===== src/rtl/axis_event_packer.sv =====
// axis_event_packer: buffers 128-bit detector events {time, pattern} in a FIFO
// and serialises each one as four 32-bit AXI4-Stream words, pattern low word
// first. The upstream stage cannot be stalled, so events arriving while the FIFO
// is full are dropped and flagged on sts_overflow.
// Optional build macro DROP_CNTR_EN adds the saturating 32-bit sts_drops counter.
module axis_event_packer #(
   parameter int FIFO_ADDR_WIDTH = 4
) (
   input  logic                       aclk,
   input  logic                       aresetn,
   input  logic [127:0]               s_axis_tdata,
   input  logic                       s_axis_tvalid,
   output logic [31:0]                m_axis_tdata,
   output logic                       m_axis_tvalid,
   input  logic                       m_axis_tready,
   output logic                       m_axis_tlast,
   output logic [FIFO_ADDR_WIDTH:0]   sts_level,
   output logic                       sts_overflow
`ifdef DROP_CNTR_EN
   ,
   output logic [31:0]                sts_drops
`endif
);

   localparam int DEPTH = 1 << FIFO_ADDR_WIDTH;
   localparam logic [FIFO_ADDR_WIDTH:0]   LVL_FULL = {1'b1, {FIFO_ADDR_WIDTH{1'b0}}};
   localparam logic [FIFO_ADDR_WIDTH:0]   LVL_ONE  = (FIFO_ADDR_WIDTH+1)'(1);
   localparam logic [FIFO_ADDR_WIDTH-1:0] PTR_ONE  = FIFO_ADDR_WIDTH'(1);

   typedef enum logic {ST_IDLE, ST_SEND} state_t;

   state_t                      state_reg, state_next;
   logic [127:0]                mem [DEPTH];
   logic [FIFO_ADDR_WIDTH-1:0]  wr_ptr_reg, rd_ptr_reg;
   logic [FIFO_ADDR_WIDTH:0]    level_reg, level_next;
   logic [1:0]                  index_reg, index_next;
   logic [127:0]                outreg_reg;
   logic [31:0]                 tdata_reg;
   logic                        tlast_reg;
   logic                        tvalid_reg;
   logic                        overflow_reg;
   logic                        full, empty, push, pop, handshake;
   logic [31:0]                 out_words [4];

   // Split the held event into its four output words (word 0 = pattern[31:0]).
   generate
      for (genvar gi = 0; gi < 4; gi++) begin : g_words
         assign out_words[gi] = outreg_reg[32*gi +: 32];
      end
   endgenerate

   // Full/empty come from the registered level only, so a pop in the same
   // cycle never rescues a strobe that hits a full FIFO.
   assign full      = (level_reg == LVL_FULL);
   assign empty     = (level_reg == '0);
   assign push      = s_axis_tvalid && !full;
   assign handshake = tvalid_reg && m_axis_tready;

   // Output FSM next-state: pop a new event when idle, or right after the
   // last word of the current one so consecutive events have no bubble.
   always_comb begin
      state_next = state_reg;
      index_next = index_reg;
      pop        = 1'b0;
      case (state_reg)
         ST_IDLE: begin
            if (!empty) begin
               pop        = 1'b1;
               index_next = 2'd0;
               state_next = ST_SEND;
            end
         end
         ST_SEND: begin
            if (handshake) begin
               if (index_reg != 2'd3) begin
                  index_next = index_reg + 2'd1;
               end else if (!empty) begin
                  pop        = 1'b1;
                  index_next = 2'd0;
               end else begin
                  index_next = 2'd0;
                  state_next = ST_IDLE;
               end
            end
         end
         default: begin
            state_next = ST_IDLE;
            index_next = 2'd0;
         end
      endcase
   end

   // Level bookkeeping: simultaneous push and pop cancel out.
   always_comb begin
      level_next = level_reg;
      case ({push, pop})
         2'b10:   level_next = level_reg + LVL_ONE;
         2'b01:   level_next = level_reg - LVL_ONE;
         default: level_next = level_reg;
      endcase
   end

   // Event storage; no reset so it maps onto block RAM.
   always_ff @(posedge aclk) begin
      if (push) begin
         mem[wr_ptr_reg] <= s_axis_tdata;
      end
   end

   // FIFO pointers, level and FSM state registers.
   always_ff @(posedge aclk or negedge aresetn) begin
      if (!aresetn) begin
         wr_ptr_reg <= '0;
         rd_ptr_reg <= '0;
         level_reg  <= '0;
         state_reg  <= ST_IDLE;
         index_reg  <= 2'd0;
      end else begin
         if (push) wr_ptr_reg <= wr_ptr_reg + PTR_ONE;
         if (pop)  rd_ptr_reg <= rd_ptr_reg + PTR_ONE;
         level_reg <= level_next;
         state_reg <= state_next;
         index_reg <= index_next;
      end
   end

   // Registered output stage: load the head event on pop, step to the next
   // word on each accepted word, hold everything while stalled.
   always_ff @(posedge aclk or negedge aresetn) begin
      if (!aresetn) begin
         outreg_reg <= '0;
         tdata_reg  <= '0;
         tlast_reg  <= 1'b0;
         tvalid_reg <= 1'b0;
      end else begin
         tvalid_reg <= (state_next == ST_SEND);
         if (pop) begin
            outreg_reg <= mem[rd_ptr_reg];
            tdata_reg  <= mem[rd_ptr_reg][31:0];
            tlast_reg  <= 1'b0;
         end else if (handshake && (index_reg != 2'd3)) begin
            tdata_reg <= out_words[index_next];
            tlast_reg <= (index_next == 2'd3);
         end
      end
   end

   // Sticky loss flag: any strobe that finds the FIFO full.
   always_ff @(posedge aclk or negedge aresetn) begin
      if (!aresetn) begin
         overflow_reg <= 1'b0;
      end else if (s_axis_tvalid && full) begin
         overflow_reg <= 1'b1;
      end
   end

`ifdef DROP_CNTR_EN
   logic [31:0] drops_reg;

   // Saturating count of dropped strobes.
   always_ff @(posedge aclk or negedge aresetn) begin
      if (!aresetn) begin
         drops_reg <= '0;
      end else if (s_axis_tvalid && full && (drops_reg != 32'hFFFF_FFFF)) begin
         drops_reg <= drops_reg + 32'd1;
      end
   end

   assign sts_drops = drops_reg;
`endif

   assign m_axis_tdata  = tdata_reg;
   assign m_axis_tvalid = tvalid_reg;
   assign m_axis_tlast  = tlast_reg;
   assign sts_level     = level_reg;
   assign sts_overflow  = overflow_reg;

endmodule


===== config.mk =====
export PLATFORM = sky130hd
export DESIGN_NAME = axis_event_packer
export DESIGN_NICKNAME = d
export VERILOG_FILES = /design/src/rtl/axis_event_packer.sv
export SDC_FILE = /design/constraint.sdc
export NUM_CORES = 2
export LEC_CHECK = 0
export CORE_UTILIZATION = 62
export CTS_BUF_LIST = sky130_fd_sc_hd__clkbuf_8 sky130_fd_sc_hd__clkbuf_16
export DETAILED_ROUTE_END_ITERATION = 6
export PLACE_DENSITY = 0.79
export SYNTH_ARGS = -nofsm -noshare
export SYNTH_HDL_FRONTEND = slang
export SYNTH_SLANG_ARGS = --single-unit

===== constraint.sdc =====
create_clock -name aclk -period 11.75 [get_ports aclk]
set_input_delay 1.7625 -clock aclk [delete_from_list [all_inputs] [get_ports aclk]]
set_output_delay 1.7625 -clock aclk [all_outputs]
set_load 0.1 [all_outputs]

==> images/placement_by_type.png <==
Scale: 1 px per µm. Fill, decap, tap and diode cells in gray.
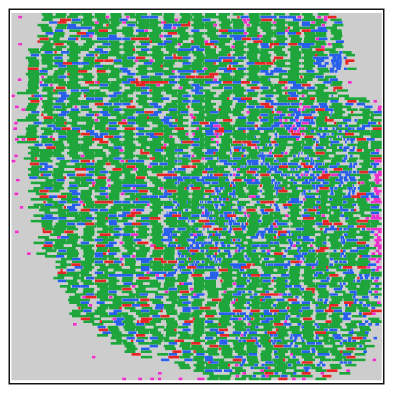
class	color	cells
remaining buffers and delay cells	magenta	249
clock drivers and dummy loads	red	388
sequential cells	green	2,226
combinational and other logic	blue	1,428
Seq/total area: 0.691
Util after Layout: 0.702
Core Area: 136,000 µm²
Design Area, Final: 95,500 µm²

==> results.cfg <==
; flow metrics
[route]
routedWlPerCell_um = 35.7
routed_wl_mm = 218
vias = 42501
drcViolationCount = 0
drt_iter0_drc = 6616
firstDrtPassIters = 6
vias_per_cell = 6.98
ant_nets = 0

[synth]
ys_area_um2 = 85300
synth.area.mux_share = 0.163
syn_nets = 4004
top_cell = edfxtp_1
syn-mean-instance-area_um2 = 22.1
synthTopLogicFamily = multiplexers
ys_sh_aoi = 0.0256
synthTopCellsByArea = edfxtp_1 72%, mux4_2 14%, dfrtp_1 5.2%
synthTopCellsByCount = 2,048 x edfxtp_1, 533 x mux4_2, 309 x nand2_1
synth-main-ff-cell = edfxtp_1
ys_types = 63
yosys_cells = 3863
xor_share = 0.00123
postSynthSeqShare = 0.773
netlist_area_um2 = 85300
largest_area_cell = edfxtp_1
yosysWarningCount = 0
simple_gate_area_frac = 0.0187
edf_count = 2048
ys.flops = 2226
ys_async_sr_fraction = 0.0800
netlist_instances = 3863
synthAdderAreaFrac = 0.00132
netlist.area_leader.share = 0.721

[critical_path]
critPathKind = in2reg
cp-end-kind = flop
worstSetupStartpointType = input port
path_depth = 6
cp_data_arrival_time_ps = 5430
path_buffers = 3
crit_chain = clkdlybuf4s50_1 > a21boi_1 > nand2_1 > nor2_4 > buf_4 > buf_4
cp_max_fo = 53
critical_path.startpoint = s_axis_tvalid
cp_slowest_cell = buf_4
r2r_start = rd_ptr_reg[1]
cp-endpoint = mem[10][49]
crit_family = buffers and inverters
cpPeakStageDelay_ps = 940
r2r_end = outreg_reg[76]
reg2reg_slack_ps = 6970
crit_path_frequent_cell = buf_4
r2r_cells = 7
crit_required_ps = 12170

[final_layout]
fin_nets = 4252
lay_top_cells = 2,048 x edfxtp_1, 533 x mux4_2, 309 x nand2_1, 209 x clkbuf_16, 191 x mux2i_1
inverters_excl_clock = 7
areaGrowthSynthToFinish_pct = 11.9
comb_cells = 1421
seq_cells = 2226
comb-cell-share = 0.190
buffer_area_frac = 0.0248
drive_above_1_share = 0.222
clock_cell_area_share = 0.0705
instances_no_fill = 6088
largest_class = registers
nClkBuffers = 223
buffers = 249
largest_reg_flops = 2048
num_antenna_cells = 16
mostFrequentLayoutCell = edfxtp_1
layout.area.comb_um2 = 18100

[power_and_ir_drop]
switchingPower_mw = 7.61
p_per_area_nw_per_um2 = 249
peakVddDrop_mv = 0.242
maxPowerGroup = sequential cells
pg_clk_mw = 6.64
combinationalPowerShare = 0.285
p_comb_mw = 6.77
leakagePower_nw = 31.8
clkPwrFrac = 0.280
p_int_mw = 16.1
power.share.sequential = 0.435
switching_share = 0.320
power.total_mw = 23.8

[place]
dp_slack_ps = 6060
dp.cells = 5684
placed_cell_area_um2 = 88700
port-buffer-count = 171
dpl.hpwl_mm = 113
gp_congestion = 0.831

[floorplanning]
pin_count = 172
num_rows = 135
die_area_um2 = 139000
n_tap_cell = 1781
die_w_um = 373
die_y_um = 373
fp_util = 0.627

[timing]
max_freq_ghz = 0.200
hold_ws_ps = 482
layout_setup_ws_ps = 6740
rsz0062_at_grt = no
hold_violations = 0
setup_tns_ps = 0
fin_crit_sh = 0.426
slew_headroom = 0.178
tightest_slew_ps = 1230
fin_crit_ps = 5010
finalSetupViolations = 0
skew_ps = 39.4
slew_viol_final = 0

[global_routing]
track_usage = 0.318
first_global_vias = 43077
grt_pass1_wl_mm = 313
antenna_found_initial = 30
grt-ovfl-total = 0
grt_max_degree = 158

[run]
warnings = 47
drv_cap = 0

[clocking]
postCtsSetupRepairBufs = 0
cts_buffers = 206
post_cts_resized = 0
clockBufferDepth = 3
h-tree-depth = 4
worstSkewPairLatency_ps = 850
cts_tree = yes
cts_root_buffer = clkbuf_16
path_clk_slew_ps = 60
cts_hold_buf = 0
clkSinkCount = 2226

[status]
outcome = finished, final reports clean

[hold_path]
hold_path_end = sts_overflow
min-delay-start = sts_overflow
min_path_type = reg2reg
whs_path_depth = 1
==> images/flops_by_reg.png <==
Scale: 1 px per µm.
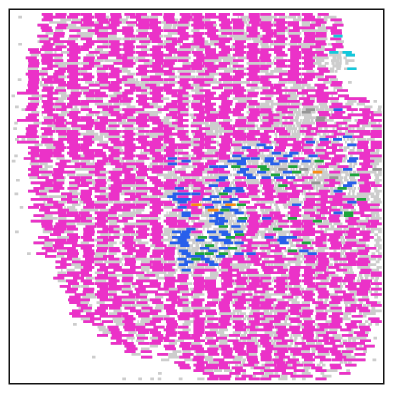
netlist name	color	sequential cells
`outreg_reg`	blue	128
`mem`	magenta	2,048
`sts_level`	cyan	5
`rd_ptr_reg`	orange	4
`m_axis_tdata`	green	32
not colored	9
sequential power: 10.3 mW
FF+latch area: 66,000 µm²

-- cells by family (layout without fill, tap and decap cells) --
kind of cell | count (synthesis) | count (layout)
AND/OR/NAND/NOR | 383 | 383
buffers and inverters | 216 | 644
multiplexers | 726 | 726
AND-OR/OR-AND | 291 | 291
flip-flops | 2226 | 2226
adder cells (fa/ha/maj) | 9 | 9
other | 0 | 16
XOR/XNOR | 12 | 12
-- layer usage --
| layer | global-route usage | part of all wire | vias to the layer above |
|---|---|---|---|
| li1 | - | - | 16621 |
| met1 | 0.434 | 0.35 | 22292 |
| met2 | 0.506 | 0.49 | 3077 |
| met3 | 0.0728 | 0.11 | 483 |
| met4 | 0.128 | 0.042 | 28 |
| met5 | 0 | 0.00084 | - |
Power figures rest on the tool's default switching activity, not on a simulated workload.
